run_1/m3.png
Cells faint in the background.
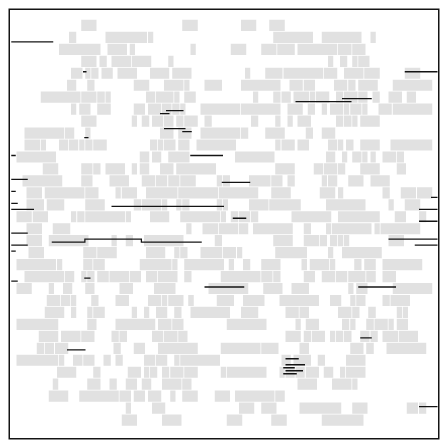
run_1/closeup.png
Region (29, 29) to (69, 69) um. Cells in gray, sequential cells in the stronger gray; small squares are vias.
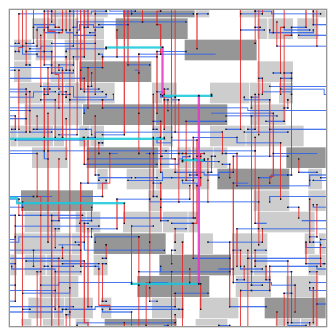
run_1/clock_wires.png
The bar under the picture is 20 um long.
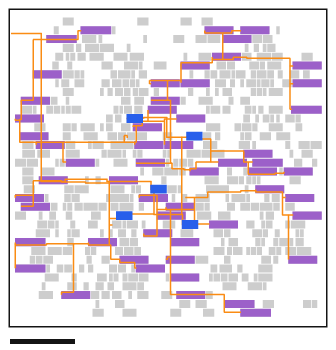
`config.mk`:
```
export PLATFORM = sky130hd
export DESIGN_NAME = mem_delay_bank
export DESIGN_NICKNAME = d
export VERILOG_FILES = /design/src/rtl/mem_delay_bank.sv
export SDC_FILE = /design/constraint.sdc
export NUM_CORES = 1
export LEC_CHECK = 0
export CORE_UTILIZATION = 45
export CTS_CLUSTER_SIZE = 12
export DETAILED_ROUTE_END_ITERATION = 10
export SYNTH_ARGS = -nofsm -noshare
export SYNTH_HDL_FRONTEND = slang
export SYNTH_SLANG_ARGS = --single-unit
```
`constraint.sdc`:
```
create_clock -name aclk -period 6.9 [get_ports aclk]
set_clock_uncertainty 0.2 [all_clocks]
set_input_delay 1.725 -clock aclk [delete_from_list [all_inputs] [get_ports aclk]]
set_output_delay 1.725 -clock aclk [all_outputs]
set_load 0.05 [all_outputs]
```
`src/rtl/mem_delay_bank.sv`:
```
// mem_delay_bank: a bank of independent spike-delay channels aligned to a gamma cycle.
// A grst strobe opens a gamma cycle. It clears the shared gamma counter and latches the
// per-channel delays. During the cycle, each channel turns its first rising input edge
// into a PULSE_WIDTH-cycle output pulse, delayed by dly cycles. If that pulse could not
// start inside the gamma cycle, the channel raises a sticky dropped flag and emits nothing.
//
// Channel FSM
//   state | meaning
//   IDLE  | armed, waiting for the first rising edge of this gamma cycle
//   WAIT  | edge accepted, counting down the programmed delay
//   FIRE  | driving the output pulse, counting down the pulse length
//   DONE  | fired or dropped this gamma cycle (also the post-reset state)
module mem_delay_bank #(
  parameter int N_CH              = 4,
  parameter int GAMMA_CYCLE_WIDTH = 16,
  parameter int PULSE_WIDTH       = 8
) (
  input  logic                                        aclk,
  input  logic                                        rst_n,
  input  logic                                        grst,
  input  logic [N_CH-1:0]                             in,
  input  logic [N_CH*$clog2(GAMMA_CYCLE_WIDTH)-1:0]   delay,
  output logic [N_CH-1:0]                             out,
  output logic [N_CH-1:0]                             dropped
);

  localparam int DW  = $clog2(GAMMA_CYCLE_WIDTH);
  localparam int PCW = $clog2(PULSE_WIDTH + 1);
  // One counter per channel serves both the delay and the pulse countdown.
  localparam int CW  = (PCW > DW) ? PCW : DW;
  localparam logic [DW-1:0] GCNT_MAX = DW'(GAMMA_CYCLE_WIDTH - 1);
  localparam logic [DW:0]   LAST     = (DW+1)'(GAMMA_CYCLE_WIDTH - 1);

  typedef enum logic [1:0] {S_IDLE, S_WAIT, S_FIRE, S_DONE} state_t;

  logic [DW-1:0]            gcnt;
  logic [N_CH-1:0][DW-1:0]  dly;
  logic [N_CH-1:0]          prev;

  // Gamma counter: cleared by grst, otherwise counts up and sticks at the last cycle.
  always_ff @(posedge aclk or negedge rst_n) begin
    if (!rst_n) begin
      gcnt <= '0;
    end else if (grst) begin
      gcnt <= '0;
    end else if (gcnt != GCNT_MAX) begin
      gcnt <= gcnt + DW'(1);
    end
  end

  // Delay fields are captured only at gamma start and held for the whole cycle.
  always_ff @(posedge aclk or negedge rst_n) begin
    if (!rst_n) begin
      dly <= '0;
    end else if (grst) begin
      dly <= delay;
    end
  end

  // Previous-input register for edge detection. It tracks through grst, so an input
  // held high across the strobe is not seen as a new edge.
  always_ff @(posedge aclk or negedge rst_n) begin
    if (!rst_n) begin
      prev <= '0;
    end else begin
      prev <= in;
    end
  end

  for (genvar i = 0; i < N_CH; i++) begin : g_ch
    state_t        state;
    logic [CW-1:0] cnt;
    logic          out_q;
    logic          drop_q;
    logic          rise;
    logic [DW:0]   sum;

    assign rise = in[i] & ~prev[i];
    // Last pulse start cycle measured from the sampling cycle; one extra bit so it cannot overflow.
    assign sum  = {1'b0, gcnt} + {1'b0, dly[i]} + (DW+1)'(1);

    // Per-channel sequencer. grst overrides everything and re-arms the channel.
    always_ff @(posedge aclk or negedge rst_n) begin
      if (!rst_n) begin
        state  <= S_DONE;
        cnt    <= '0;
        out_q  <= 1'b0;
        drop_q <= 1'b0;
      end else if (grst) begin
        state  <= S_IDLE;
        cnt    <= '0;
        out_q  <= 1'b0;
        drop_q <= 1'b0;
      end else begin
        case (state)
          S_IDLE: begin
            if (rise) begin
              if (sum > LAST) begin
                state  <= S_DONE;
                drop_q <= 1'b1;
              end else if (dly[i] == '0) begin
                state <= S_FIRE;
                out_q <= 1'b1;
                cnt   <= CW'(PULSE_WIDTH - 1);
              end else begin
                state <= S_WAIT;
                cnt   <= CW'(dly[i]) - CW'(1);
              end
            end
          end
          S_WAIT: begin
            if (cnt == '0) begin
              state <= S_FIRE;
              out_q <= 1'b1;
              cnt   <= CW'(PULSE_WIDTH - 1);
            end else begin
              cnt <= cnt - CW'(1);
            end
          end
          S_FIRE: begin
            if (cnt == '0) begin
              state <= S_DONE;
              out_q <= 1'b0;
            end else begin
              cnt <= cnt - CW'(1);
            end
          end
          S_DONE: begin
            state <= S_DONE;
          end
          default: begin
            state <= S_DONE;
            out_q <= 1'b0;
          end
        endcase
      end
    end

    assign out[i]     = out_q;
    assign dropped[i] = drop_q;
  end

endmodule

```
==> impl_metrics.yaml, run 1 <==
# synthesis and place-and-route metrics
drt:
  wl_met2_um: 4230
  routed_via_density: 5.87
  drtIter0Drc: 141
sta:
  worst_pin_slew_ns: 0.735
  drv_slew: 0
  layout_setup_ws_ns: 3.44
  fin_crit_sh_pct: 50.1
  timing.fmax_ghz: 0.289
  fin_tns_setup_ns: 0
  setup_viol: 0
  hold-worst-slack_ns: 0.315
  rsz0062_at_grt: "no"
yosys:
  avgSynthCellArea_um2: 9.38
  synthAoiAreaFrac_pct: 21.8
  synth_cells: 436
  top_cells_by_area: "dfrtp_1 29%, ha_1 13%, dfstp_2 5.1%, inv_1 3.4%, a21oi_1 3.3%"
  syn_area_mm2: 0.00409
  synthesis.nets: 504
  synth.most_common_cell: "dfrtp_1"
  ys.flop_type: "dfrtp_1"
setup_path:
  cp.required_ns: 4.97
  path_max_fanout: 3
  cp.arrival_ns: 1.53
  cp_num_cells: 1
  slowest_delay_ns: 0.82
  rr_endpoint: "g_ch[1].cnt[3]"
  r2r_start: "gcnt[0]"
  rr_worst_depth: 7
  cp_slowest_cell: "clkdlybuf4s50_1"
  ff2ff_setup_slack_ns: 4.39
  critical_path.endpoint: "out[1]"
  critical-path-top-delay-family: "buffers and inverters"
  crit_path_end_kind: "output port"
  path_cells: "clkdlybuf4s50_1"
clocking:
  cts_tree: "yes"
  post_cts_resize_count: 0
  cts_setup_buffers: 0
  cts_max_path_buffers: 2
cells_and_area:
  lay_top_cells: "48 x dfrtp_1, 41 x ha_1, 37 x inv_1"
  signal_buffers: 32
  fin_util_pct: 51.4
  finalNonFillerCells: 562
  n_fill_cell: 844
  comb_area_share_pct: 53.8
  drive_above_1_share_pct: 11.0
  buffer_area_share_pct: 6.77
  clock_area_share_pct: 2.00
worst_hold_path:
  min_to: "g_ch[2].state[0]"
  hp-start: "g_ch[2].state[0]"
  min_path_type: "reg2reg"
grt:
  grt_pass1_wl_um: 14800
  grtUsageMet1_pct: 24.6
  grt_max_degree: 59
  grtUsageMet2_pct: 32.9
  grtUsageTotal_pct: 18.9
floorplan:
  chipArea_mm2: 0.00948
  fp_util_pct: 46.7
placement:
  preCtsSetupSlack_ns: 3.27
  gp_congestion: 0.893
  dp_hpwl_um: 6260
flow_run:
  warnings: 50
power:
  netSwitchingPower_mw: 0.670
  maxPowerGroup: "combinational logic"
  ir_worst_vdd_mv: 0.184
  power_combinational_mw: 0.838
status:
  status: "finished clean"
-- m3.png (at the start) --
share of all routed wire: 2.4%
wire length on this layer: 213 um
WL final: 8750 um
via count: 3301
GR Layer Usage met3: 2.81%

-- closeup.png (at the start) --
| color | layer |
|---|---|
| blue | M1 |
| red | M2 |
| cyan | M3 |
| magenta | M4 |
cells with their middle in the window: 86
sequential cells in the window: 13
most frequent: dfrtp_1 (13), ha_1 (11), nor2_1 (8)
netlist names of flops here include: dly (6), gcnt (4), g_ch.cnt (2)

-- clock_wires.png (at the start) --
[blue] clock-net drivers | count: 5
[purple] flip-flops | count: 56
[orange] clock wires | length: 810 um
routed clock nets: 6
flops lie: all over the die
Late-Pin Clk Latency: 0.32 ns
P_clk: 0.194 mW
Clk network pwr share: 12.8%

==> inputs of run 2 (changes only) <==
--- a/config.mk
+++ b/config.mk
@@ -8,6 +8,7 @@
 export CORE_UTILIZATION = 45
 export CTS_CLUSTER_SIZE = 12
 export DETAILED_ROUTE_END_ITERATION = 10
+export PLACE_DENSITY = 0.66
 export SYNTH_ARGS = -nofsm -noshare
 export SYNTH_HDL_FRONTEND = slang
 export SYNTH_SLANG_ARGS = --single-unit
==> constraint.sdc (replaced) <==
create_clock -name aclk -period 2.9 [get_ports aclk]
set_clock_uncertainty 0.2 [all_clocks]
set_input_delay 0.725 -clock aclk [delete_from_list [all_inputs] [get_ports aclk]]
set_output_delay 0.725 -clock aclk [all_outputs]
set_load 0.05 [all_outputs]
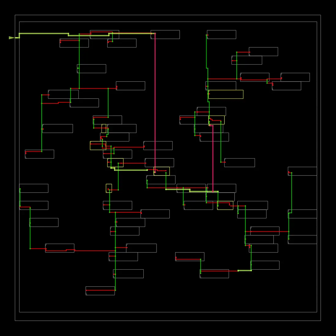
run_2/clock_nets.png
CLK BUF: 6
Late-Pin Clk Latency: 0.31 ns

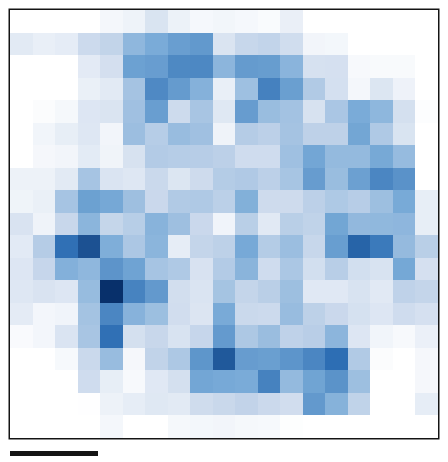
run_2/route_heat.png
The bar under the picture is 20 um long. The die is cut into 19 by 19 equal tiles; white is low, dark blue is high, scaled to the fullest tile. Values are wire area over tile area, all layers added.
mean over tiles: 0.15
tiles over half the peak: 14%
nearly empty tiles: 16%
fullest tile: 0.58
total track usage: 19.8%
WL/cell: 15.8 um

==> run 2 against run 1 <==
Compared with the run above:
- sequential cell count stayed put
- combinational power is 140% higher
- clock power grew to 2.6 times the previous value
- power grew 140%
- via count grew 0.67%
- setup slack got worse by 3.0 ns
- wire length up 1.9%
- die area is the same
- critical path type is now reg2reg
- highest routed layer unchanged
==> impl_metrics.yaml, run 2 <==
# synthesis and place-and-route metrics
cells_and_area:
  finalNonFillerCells: 565
  n_fill_cell: 808
  comb_area_share_pct: 53.4
  clock_area_share_pct: 2.37
  signal_buffers: 35
  buffer_area_share_pct: 7.21
  lay_top_cells: "48 x dfrtp_1, 41 x ha_1, 37 x inv_1"
  fin_util_pct: 51.9
  drive_above_1_share_pct: 11.4
sta:
  worst_pin_slew_ns: 0.725
  rsz0062_at_grt: "no"
  fin_crit_sh_pct: 85.7
  setup_viol: 0
  fin_tns_setup_ns: 0
  hold-worst-slack_ns: 0.301
  timing.fmax_ghz: 0.402
  layout_setup_ws_ns: 0.415
  drv_slew: 0
setup_path:
  cp_num_cells: 7
  slowest_delay_ns: 0.43
  path_max_fanout: 6
  cp.arrival_ns: 2.49
  crit_start: "gcnt[0]"
  cp.required_ns: 2.90
  r2r_start: "gcnt[0]"
  rr_worst_depth: 7
  path_cells: "inv_1 > ha_1 > fa_1 > nand3b_1 > nand4_1 > mux2_2 > a32o_1"
  ff2ff_setup_slack_ns: 0.42
  crit_path_end_kind: "register"
  cp_slowest_cell: "dfrtp_1"
  critical-path-top-delay-family: "adder cells"
  critical_path.endpoint: "g_ch[1].out_q"
  rr_endpoint: "g_ch[1].out_q"
grt:
  use_met3_pct: 2.95
  grt_pass1_wl_um: 15400
  grt_max_degree: 57
  grtUsageMet2_pct: 32.4
  grtUsageMet1_pct: 27.4
worst_hold_path:
  min_path_type: "reg2reg"
  min_to: "g_ch[2].state[0]"
  hp-start: "g_ch[2].state[0]"
power:
  netSwitchingPower_mw: 1.57
  ir_worst_vdd_mv: 0.302
  power_combinational_mw: 2.01
  maxPowerGroup: "combinational logic"
  powerClk_mw: 0.510
  p_clk_share_pct: 13.9
yosys:
  synthesis.nets: 504
  synth.most_common_cell: "dfrtp_1"
  synth_cells: 436
  avgSynthCellArea_um2: 9.38
  top_cells_by_area: "dfrtp_1 29%, ha_1 13%, dfstp_2 5.1%, inv_1 3.4%, a21oi_1 3.3%"
  yosys-dominant-comb-family: "AND-OR/OR-AND gates"
  ys.flop_type: "dfrtp_1"
  synthAoiAreaFrac_pct: 21.8
  syn_area_mm2: 0.00409
drt:
  drtIter0Drc: 167
  drt_wl_total_um: 8920
  routed_via_density: 5.88
  wl_met2_um: 4170
  drtAntennaViolNets: 0
  vias: 3323
clocking:
  cts-root-buf: "clkbuf_8"
  post_cts_resize_count: 0
  cts_setup_buffers: 0
  cts_tree: "yes"
  cts_max_path_buffers: 2
placement:
  dp_hpwl_um: 6660
  gp_congestion: 0.824
  preCtsSetupSlack_ns: 0.290
floorplan:
  chipArea_mm2: 0.00948
  ioPinCount: 31
  fp_util_pct: 46.7
status:
  status: "finished clean"
flow_run:
  warnings: 50
==> inputs of run 3 (changes only) <==
--- a/config.mk
+++ b/config.mk
@@ -8,6 +8,7 @@
 export CORE_UTILIZATION = 45
 export CTS_CLUSTER_SIZE = 12
 export DETAILED_ROUTE_END_ITERATION = 10
+export HOLD_SLACK_MARGIN = 0.06
 export PLACE_DENSITY = 0.66
 export SYNTH_ARGS = -nofsm -noshare
 export SYNTH_HDL_FRONTEND = slang
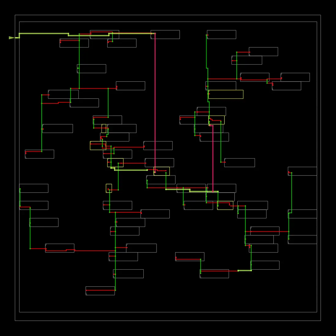
run_3/clock_nets.png
CTS buffer count: 5
P_clk: 0.510 mW
Flops: 56
CTS Sinks: 56

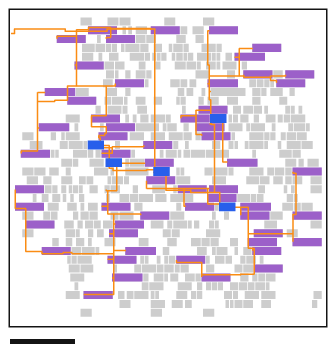
run_3/clock_wires.png
The bar under the picture is 20 um long.
Clk network pwr share: 13.9%

==> run 3 against run 2 <==
Compared with the run above:
- die area unchanged
- clock power about the same
- maximum frequency unchanged
- first-iteration DRC count unchanged
- register-to-register slack about the same
- global-route usage unchanged
- design area unchanged
- power unchanged
- core utilization unchanged
- non-clock buffer count unchanged
- largest power group unchanged
==> impl_metrics.yaml, run 3 <==
# synthesis and place-and-route metrics
status:
  status: "finished clean"
setup_path:
  slowest_delay_ns: 0.43
  rr_endpoint: "g_ch[1].out_q"
  path_cells: "inv_1 > ha_1 > fa_1 > nand3b_1 > nand4_1 > mux2_2 > a32o_1"
  path_max_fanout: 6
  ff2ff_setup_slack_ns: 0.42
  cp_slowest_cell: "dfrtp_1"
  cp.required_ns: 2.90
  rr_worst_depth: 7
  r2r_start: "gcnt[0]"
  crit_path_end_kind: "register"
  crit_start: "gcnt[0]"
  critical_path.endpoint: "g_ch[1].out_q"
  critical-path-top-delay-family: "adder cells"
drt:
  wl_met2_um: 4170
  drt-wirelength-per-cell_um: 15.8
  drt_wl_total_um: 8920
  vias: 3323
  drtIter0Drc: 167
  drtAntennaViolNets: 0
  routed_via_density: 5.88
grt:
  grt_pass1_wl_um: 15400
  grt_max_degree: 57
  grtUsageMet2_pct: 32.4
power:
  netSwitchingPower_mw: 1.57
  ir_worst_vdd_mv: 0.302
floorplan:
  fp_util_pct: 46.7
  chipArea_mm2: 0.00948
  ioPinCount: 31
cells_and_area:
  finalNonFillerCells: 565
  clock_buffers: 6
  clock_area_share_pct: 2.37
  buffer_area_share_pct: 7.21
  n_fill_cell: 808
  drive_above_1_share_pct: 11.4
  fin_util_pct: 51.9
  lay_top_cells: "48 x dfrtp_1, 41 x ha_1, 37 x inv_1"
  signal_buffers: 35
yosys:
  synthAoiAreaFrac_pct: 21.8
  synthesis.nets: 504
  avgSynthCellArea_um2: 9.38
  yosys-dominant-comb-family: "AND-OR/OR-AND gates"
  synth_cells: 436
worst_hold_path:
  hp-start: "g_ch[2].state[0]"
clocking:
  cts_setup_buffers: 0
  clk-insertion-delay-late_ns: 0.31
sta:
  drv_slew: 0
  fin_crit_sh_pct: 85.7
  timing.fmax_ghz: 0.402
  hold-worst-slack_ns: 0.301
  worst_pin_slew_ns: 0.725
  setup_viol: 0
  fin_tns_setup_ns: 0
placement:
  gp_congestion: 0.824
  preCtsSetupSlack_ns: 0.290
flow_run:
  warnings: 50
Power is estimated from default activity; no workload was simulated.
